`src/rtl/regfile_pkg.sv`:
```
// Purpose: shared widths and types for the 3-read/1-write register file and its read-side front end.
// Latency: n/a (types and constants only).
// Backpressure: n/a.
// Contents: RF_DATA_WIDTH/RF_ADDR_WIDTH (shared with bram_3_1), OPC_TAG_WIDTH, rf_addr_t, rf_data_t, opc_req_t.
package regfile_pkg;

  localparam int RF_DATA_WIDTH = 32;
  localparam int RF_ADDR_WIDTH = 10;
  localparam int OPC_TAG_WIDTH = 8;
  localparam int OPC_NUM_OPS   = 3;

  typedef logic [RF_ADDR_WIDTH-1:0] rf_addr_t;
  typedef logic [RF_DATA_WIDTH-1:0] rf_data_t;

  // Issue request as seen by the collector. Index 0 is operand 1.
  // "use" is a reserved word, hence use_mask.
  typedef struct packed {
    rf_addr_t [OPC_NUM_OPS-1:0] ra;
    logic     [OPC_NUM_OPS-1:0] use_mask;
    logic     [OPC_TAG_WIDTH-1:0] tag;
  } opc_req_t;

endpackage

```
`src/rtl/regfile_operand_collector_if.sv`:
```
// Purpose: bundles the issue request, register file read/snoop and operand output signals of the collector.
// Latency: n/a (wires only).
// Backpressure: req_ready / op_ready valid-ready pairs; rf side has none.
// Modports: slave = the collector itself, master = its environment (issue stage, register file, execute stage).
interface regfile_operand_collector_if import regfile_pkg::*; #(
  parameter int DATA_WIDTH = RF_DATA_WIDTH,
  parameter int ADDR_WIDTH = RF_ADDR_WIDTH,
  parameter int TAG_WIDTH  = OPC_TAG_WIDTH
) ();

  // issue request
  logic                  req_valid;
  logic                  req_ready;
  logic [ADDR_WIDTH-1:0] req_ra1;
  logic [ADDR_WIDTH-1:0] req_ra2;
  logic [ADDR_WIDTH-1:0] req_ra3;
  logic [2:0]            req_use;
  logic [TAG_WIDTH-1:0]  req_tag;

  // register file read ports and write snoop
  logic [ADDR_WIDTH-1:0] rf_ra1;
  logic [ADDR_WIDTH-1:0] rf_ra2;
  logic [ADDR_WIDTH-1:0] rf_ra3;
  logic [DATA_WIDTH-1:0] rf_do1;
  logic [DATA_WIDTH-1:0] rf_do2;
  logic [DATA_WIDTH-1:0] rf_do3;
  logic                  rf_we;
  logic [ADDR_WIDTH-1:0] rf_wa;
  logic [DATA_WIDTH-1:0] rf_di;

  // operand bundle
  logic                  op_valid;
  logic                  op_ready;
  logic [DATA_WIDTH-1:0] op_a;
  logic [DATA_WIDTH-1:0] op_b;
  logic [DATA_WIDTH-1:0] op_c;
  logic [TAG_WIDTH-1:0]  op_tag;

  modport slave (
    input  req_valid, req_ra1, req_ra2, req_ra3, req_use, req_tag,
    output req_ready,
    output rf_ra1, rf_ra2, rf_ra3,
    input  rf_do1, rf_do2, rf_do3, rf_we, rf_wa, rf_di,
    output op_valid, op_a, op_b, op_c, op_tag,
    input  op_ready
  );

  modport master (
    output req_valid, req_ra1, req_ra2, req_ra3, req_use, req_tag,
    input  req_ready,
    input  rf_ra1, rf_ra2, rf_ra3,
    output rf_do1, rf_do2, rf_do3, rf_we, rf_wa, rf_di,
    input  op_valid, op_a, op_b, op_c, op_tag,
    output op_ready
  );

endinterface

```
`src/rtl/rf_bypass_mux.sv`:
```
// Purpose: selects the value captured for one operand: zero, same-edge write data, or async read data.
// Latency: combinational.
// Backpressure: none.
// Ports: use_en/ra (operand enable and address), rf_do (read data), rf_we/rf_wa/rf_di (write snoop), operand (result).
module rf_bypass_mux import regfile_pkg::*; #(
  parameter int DATA_WIDTH = RF_DATA_WIDTH,
  parameter int ADDR_WIDTH = RF_ADDR_WIDTH
) (
  input  logic                  use_en,
  input  logic [ADDR_WIDTH-1:0] ra,
  input  logic [DATA_WIDTH-1:0] rf_do,
  input  logic                  rf_we,
  input  logic [ADDR_WIDTH-1:0] rf_wa,
  input  logic [DATA_WIDTH-1:0] rf_di,
  output logic [DATA_WIDTH-1:0] operand
);

  // The write that commits on the capture edge is not yet visible on rf_do,
  // so take it straight from the write port.
  always_comb begin
    operand = '0;
    if (use_en) begin
      if (rf_we && (rf_wa == ra)) begin
        operand = rf_di;
      end else begin
        operand = rf_do;
      end
    end
  end

endmodule

```
`src/rtl/regfile_operand_collector.sv`:
```
// Purpose: drives the register file read ports from an address stage and captures bypassed operands into an output register.
// Latency: request accepted at edge k is captured at edge k+1; op_valid high the cycle after.
// Backpressure: req_ready = !s1_valid || !op_valid || op_ready; full (both stages held) stalls issue, nothing dropped.
// Ports: clk, rst_n (sync, active low), bus (slave modport: req_*, rf_*, op_*).
module regfile_operand_collector import regfile_pkg::*; #(
  parameter int DATA_WIDTH = RF_DATA_WIDTH,
  parameter int ADDR_WIDTH = RF_ADDR_WIDTH,
  parameter int TAG_WIDTH  = OPC_TAG_WIDTH
) (
  input logic                         clk,
  input logic                         rst_n,
  regfile_operand_collector_if.slave  bus
);

  // address stage
  logic                             s1_valid;
  logic [2:0][ADDR_WIDTH-1:0]       s1_ra;
  logic [2:0]                       s1_use;
  logic [TAG_WIDTH-1:0]             s1_tag;

  // output stage
  logic                             op_valid_q;
  logic [2:0][DATA_WIDTH-1:0]       op_q;
  logic [TAG_WIDTH-1:0]             op_tag_q;

  logic [2:0][DATA_WIDTH-1:0]       rf_do;
  logic [2:0][DATA_WIDTH-1:0]       cap;

  logic req_ready;
  logic accept;
  logic s2_load;
  logic op_fire;

  // s1 may refill on the same edge it hands its request to s2, so ready only
  // needs one of: s1 empty, s2 empty, or s2 being drained this edge.
  always_comb begin
    req_ready = !s1_valid || !op_valid_q || bus.op_ready;
    accept    = bus.req_valid && req_ready;
    s2_load   = s1_valid && (!op_valid_q || bus.op_ready);
    op_fire   = op_valid_q && bus.op_ready;
  end

  assign rf_do = {bus.rf_do3, bus.rf_do2, bus.rf_do1};

  for (genvar g = 0; g < 3; g++) begin : g_byp
    rf_bypass_mux #(
      .DATA_WIDTH (DATA_WIDTH),
      .ADDR_WIDTH (ADDR_WIDTH)
    ) u_byp (
      .use_en  (s1_use[g]),
      .ra      (s1_ra[g]),
      .rf_do   (rf_do[g]),
      .rf_we   (bus.rf_we),
      .rf_wa   (bus.rf_wa),
      .rf_di   (bus.rf_di),
      .operand (cap[g])
    );
  end

  always_ff @(posedge clk) begin
    if (!rst_n) begin
      s1_valid <= 1'b0;
      s1_ra    <= '0;
      s1_use   <= '0;
      s1_tag   <= '0;
    end else begin
      if (accept) begin
        s1_valid <= 1'b1;
        s1_ra    <= {bus.req_ra3, bus.req_ra2, bus.req_ra1};
        s1_use   <= bus.req_use;
        s1_tag   <= bus.req_tag;
      end else if (s2_load) begin
        s1_valid <= 1'b0;
      end
    end
  end

  // Output register only loads on s2_load, which keeps the bundle frozen
  // (a snapshot) while it waits for op_ready.
  always_ff @(posedge clk) begin
    if (!rst_n) begin
      op_valid_q <= 1'b0;
      op_q       <= '0;
      op_tag_q   <= '0;
    end else begin
      if (s2_load) begin
        op_valid_q <= 1'b1;
        op_q       <= cap;
        op_tag_q   <= s1_tag;
      end else if (op_fire) begin
        op_valid_q <= 1'b0;
      end
    end
  end

  assign bus.req_ready = req_ready;
  assign bus.rf_ra1    = s1_ra[0];
  assign bus.rf_ra2    = s1_ra[1];
  assign bus.rf_ra3    = s1_ra[2];
  assign bus.op_valid  = op_valid_q;
  assign bus.op_a      = op_q[0];
  assign bus.op_b      = op_q[1];
  assign bus.op_c      = op_q[2];
  assign bus.op_tag    = op_tag_q;

endmodule

```
`src/flat_wrapper.sv`:
```
// flat-port wrapper written by rule: the top's interface ports become plain ports
module regfile_operand_collector_flat import regfile_pkg::*;
#(
  parameter int DATA_WIDTH = RF_DATA_WIDTH,
  parameter int ADDR_WIDTH = RF_ADDR_WIDTH,
  parameter int TAG_WIDTH  = OPC_TAG_WIDTH
)
  (clk, rst_n, bus_req_valid, bus_req_ra1, bus_req_ra2, bus_req_ra3, bus_req_use, bus_req_tag, bus_req_ready, bus_rf_ra1, bus_rf_ra2, bus_rf_ra3, bus_rf_do1, bus_rf_do2, bus_rf_do3, bus_rf_we, bus_rf_wa, bus_rf_di, bus_op_valid, bus_op_a, bus_op_b, bus_op_c, bus_op_tag, bus_op_ready);
  regfile_operand_collector_if #(.DATA_WIDTH(DATA_WIDTH), .ADDR_WIDTH(ADDR_WIDTH), .TAG_WIDTH(TAG_WIDTH)) bus_i ();
  input logic clk;
  input logic rst_n;
  input wire logic [$bits(bus_i.req_valid)-1:0] bus_req_valid;
  input wire logic [$bits(bus_i.req_ra1)-1:0] bus_req_ra1;
  input wire logic [$bits(bus_i.req_ra2)-1:0] bus_req_ra2;
  input wire logic [$bits(bus_i.req_ra3)-1:0] bus_req_ra3;
  input wire logic [$bits(bus_i.req_use)-1:0] bus_req_use;
  input wire logic [$bits(bus_i.req_tag)-1:0] bus_req_tag;
  output wire logic [$bits(bus_i.req_ready)-1:0] bus_req_ready;
  output wire logic [$bits(bus_i.rf_ra1)-1:0] bus_rf_ra1;
  output wire logic [$bits(bus_i.rf_ra2)-1:0] bus_rf_ra2;
  output wire logic [$bits(bus_i.rf_ra3)-1:0] bus_rf_ra3;
  input wire logic [$bits(bus_i.rf_do1)-1:0] bus_rf_do1;
  input wire logic [$bits(bus_i.rf_do2)-1:0] bus_rf_do2;
  input wire logic [$bits(bus_i.rf_do3)-1:0] bus_rf_do3;
  input wire logic [$bits(bus_i.rf_we)-1:0] bus_rf_we;
  input wire logic [$bits(bus_i.rf_wa)-1:0] bus_rf_wa;
  input wire logic [$bits(bus_i.rf_di)-1:0] bus_rf_di;
  output wire logic [$bits(bus_i.op_valid)-1:0] bus_op_valid;
  output wire logic [$bits(bus_i.op_a)-1:0] bus_op_a;
  output wire logic [$bits(bus_i.op_b)-1:0] bus_op_b;
  output wire logic [$bits(bus_i.op_c)-1:0] bus_op_c;
  output wire logic [$bits(bus_i.op_tag)-1:0] bus_op_tag;
  input wire logic [$bits(bus_i.op_ready)-1:0] bus_op_ready;
  assign bus_i.req_valid = bus_req_valid;
  assign bus_i.req_ra1 = bus_req_ra1;
  assign bus_i.req_ra2 = bus_req_ra2;
  assign bus_i.req_ra3 = bus_req_ra3;
  assign bus_i.req_use = bus_req_use;
  assign bus_i.req_tag = bus_req_tag;
  assign bus_req_ready = bus_i.req_ready;
  assign bus_rf_ra1 = bus_i.rf_ra1;
  assign bus_rf_ra2 = bus_i.rf_ra2;
  assign bus_rf_ra3 = bus_i.rf_ra3;
  assign bus_i.rf_do1 = bus_rf_do1;
  assign bus_i.rf_do2 = bus_rf_do2;
  assign bus_i.rf_do3 = bus_rf_do3;
  assign bus_i.rf_we = bus_rf_we;
  assign bus_i.rf_wa = bus_rf_wa;
  assign bus_i.rf_di = bus_rf_di;
  assign bus_op_valid = bus_i.op_valid;
  assign bus_op_a = bus_i.op_a;
  assign bus_op_b = bus_i.op_b;
  assign bus_op_c = bus_i.op_c;
  assign bus_op_tag = bus_i.op_tag;
  assign bus_i.op_ready = bus_op_ready;
  regfile_operand_collector #(.DATA_WIDTH(DATA_WIDTH), .ADDR_WIDTH(ADDR_WIDTH), .TAG_WIDTH(TAG_WIDTH)) u_core (.clk(clk), .rst_n(rst_n), .bus(bus_i));
endmodule
```
`config.mk`:
```
export PLATFORM = sky130hd
export DESIGN_NAME = regfile_operand_collector_flat
export DESIGN_NICKNAME = d
export VERILOG_FILES = /design/src/rtl/regfile_pkg.sv /design/src/rtl/regfile_operand_collector_if.sv /design/src/rtl/rf_bypass_mux.sv /design/src/rtl/regfile_operand_collector.sv /design/src/flat_wrapper.sv
export SDC_FILE = /design/constraint.sdc
export NUM_CORES = 1
export LEC_CHECK = 0
export CAP_MARGIN = 20
export CELL_PAD_IN_SITES_DETAIL_PLACEMENT = 0
export CELL_PAD_IN_SITES_GLOBAL_PLACEMENT = 1
export CORE_UTILIZATION = 32
export DETAILED_ROUTE_END_ITERATION = 7
export PLACE_DENSITY = 0.79
export SYNTH_ARGS = -nofsm -noshare
export SYNTH_HDL_FRONTEND = slang
export SYNTH_SLANG_ARGS = --single-unit
```
`constraint.sdc`:
```
create_clock -name clk -period 1.8 [get_ports clk]
set_input_delay 0.27 -clock clk [delete_from_list [all_inputs] [get_ports clk]]
set_output_delay 0.27 -clock clk [all_outputs]
set_load 0.005 [all_outputs]
```
==> results.rst <==
Implementation results
======================

.. list-table::
   :header-rows: 1

   * - Metric
     - Value
   * - Worst setup slack after placement
     - -0.2168 ns
   * - Height of the die
     - 164.4 µm
   * - Share of cell area taken by flip-flops and latches
     - 22.72%
   * - Worst-skew pair later-pin latency
     - 0.43 ns
   * - Max Fanout on Critical Path
     - 4
   * - Filler cell count
     - 2510
   * - Top cells by count, synth
     - dfxtp_1, nand4_1, nand2_1
   * - Multiplexer area fraction after synthesis
     - 0%
   * - Count of instantiated cells in the yosys netlist
     - 978
   * - Sequential cell area in the final layout
     - 2943 µm²
   * - Depth of the worst hold-timing path
     - 3
   * - Critical path buffers and inverters
     - 1
   * - RSZ-0062 raised after global routing
     - no
   * - GP Congestion
     - 0.8520
   * - Final clock period utilization by the worst path
     - 94.60%
   * - Wire length of the first global-routing pass
     - 50990 µm
   * - Worst Path Arrival
     - 1.43 ns
   * - Simple-Gate Fraction of Synth Area
     - 31.55%
   * - Syn Nets
     - 1162
   * - Area growth from synthesis to layout
     - 53.55%
   * - # H-tree levels
     - 4
   * - Cell area power density
     - 696.4 nW/µm²
   * - P_clk
     - 0.00385 W
   * - Share of synthesized registers carrying an async set or reset
     - 0%
   * - Largest stage delay on the critical path
     - 0.58 ns
   * - Area of the core
     - 25980 µm²
   * - Pin count of the biggest net entering global routing
     - 65
   * - Per-cell via count in the routed design
     - 5.850
   * - Clock buffers and inverters, area share
     - 4.734%
   * - Worst Reg2Reg Path Length in Cells
     - 6
   * - Worst min-delay path class
     - in -> reg
   * - Antenna Violating Nets Remaining
     - 0
   * - Non-clock buffer total of the final layout
     - 397
   * - Critical Path Stages
     - 1
   * - Dominant cell by count in the synthesized netlist
     - dfxtp_1
   * - Multi-input combinational area share
     - 36.90%
   * - Internal cell power
     - 0.006599 W
   * - Power of the combinational group
     - 0.00171 W
   * - Antenna fix cells
     - 0
   * - Total setup violations reported at the end of the flow
     - 0
   * - Flip-flop and latch count after synthesis
     - 147
   * - Share of cells above drive strength 1
     - 9.155%
   * - Count of max-cap constraint violations
     - 0
   * - NonClk Buf Share
     - 32.34%
   * - Row count
     - 59
   * - Part of the power in combinational logic
     - 18.9%
   * - Initial Utilization
     - 32.46%
   * - Status
     - finished, final reports clean
   * - Yosys stat area
     - 8434 µm²
   * - Clk_skew
     - 0.01410 ns
## flip-flops by register name (all words and copies together) (netlist names)
register,cells
u_core.bus.op_a,32
u_core.bus.op_b,32
u_core.bus.op_valid,1
u_core.s1_valid,1
u_core.bus.rf_ra1,10
u_core.s1_use,3
u_core.bus.op_tag,8
u_core.s1_tag,8
u_core.bus.rf_ra2,10
u_core.bus.rf_ra3,10
u_core.bus.op_c,32
## timing repair
action	in CTS	in global routing
gates resized	2	0
setup endpoints to repair	1	0
hold buffers	0	0
## placed cells by master, fill, tap and decap left out, types with 9 or more instances in the layout
master	Yosys	final
a21oi_1	50	50
a32oi_1	96	96
and4bb_1	9	9
buf_12	0	33
buf_4	10	45
clkbuf_16	0	17
clkdlybuf4s50_1	0	317
dfxtp_1	147	147
nand2_1	100	100
nand3_1	99	99
nand4_1	102	102
nor4bb_1	87	87
o211ai_1	96	96
xnor2_1	30	30
## layer usage
layer / share of wire [%] / vias to the layer above / track usage (%)
met5: 0.035 / - / 0
met4: 2.0 / 2 / 7.281
met3: 8.9 / 47 / 6.869
met2: 47 / 430 / 40.10
met1: 42 / 4449 / 31.40
li1: - / 4444 / -
## worst paths after layout
| check | start | end |
|---|---|---|
| setup reg to reg | u_core.bus.op_valid | u_core.bus.op_c[6] |
| hold reg to reg | u_core.s1_tag[5] | u_core.bus.op_tag[5] |
| setup / recovery | u_core.bus.op_valid | bus_op_valid |
| hold / removal | bus_req_tag[4] | u_core.s1_tag[4] |
## per-stage QoR
| stage | power, W | instances | cell area (µm²) |
|---|---|---|---|
| floorplan | 0.004176 | 978 | 8434 |
| global placement | 0.005214 | 1571 | 12340 |
| detailed placement | 0.005225 | 1571 | 12340 |
| CTS | 0.009056 | 1602 | 12950 |
| global route | 0.009339 | 1602 | 12950 |
| finish | 0.009019 | 1602 | 12950 |
**Met1 routing**

Drawn at 3 px/µm. Supply wires on this layer in gray.
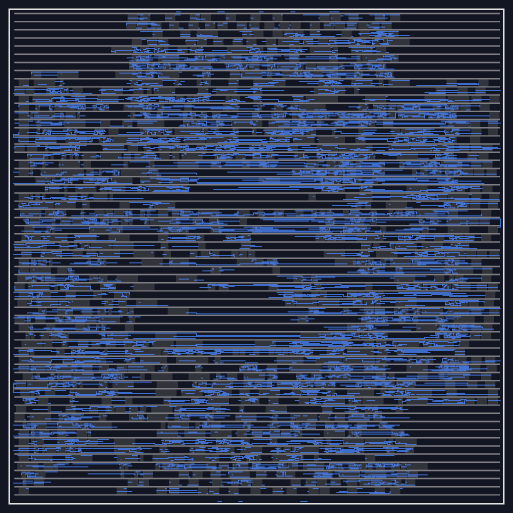
nets with wire on the layer: 1253
share of all routed wire: 42%

**M2 wires**

Drawn at 3 px/µm.
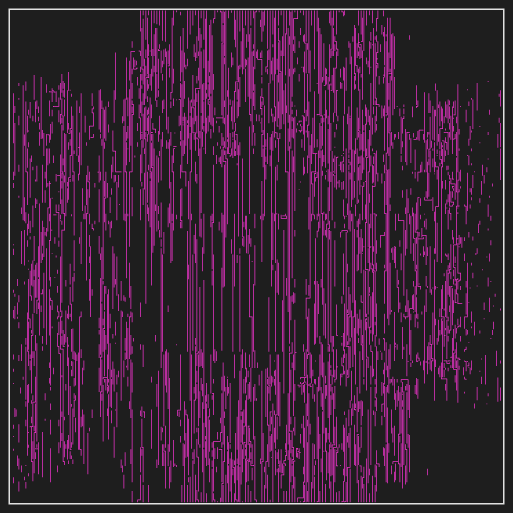
wire length on this layer: 16300 µm
main direction: vertical
share of all routed wire: 47%
longest straight run: 76.2 µm

**Metal 3**

Drawn at 3 px/µm.
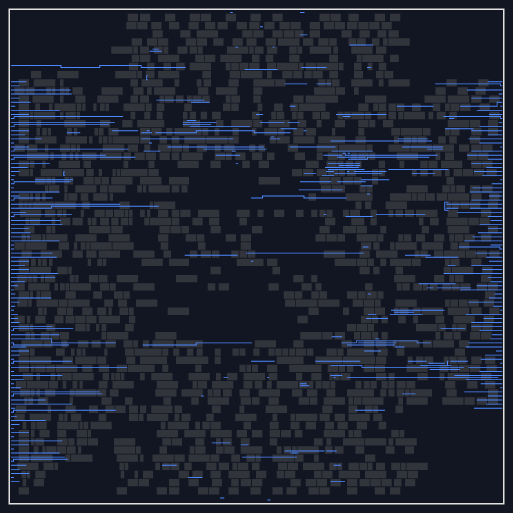
longest straight run: 50.1 µm
share of all routed wire: 8.9%

No activity file was given, so power comes from the tool's default toggle rates.
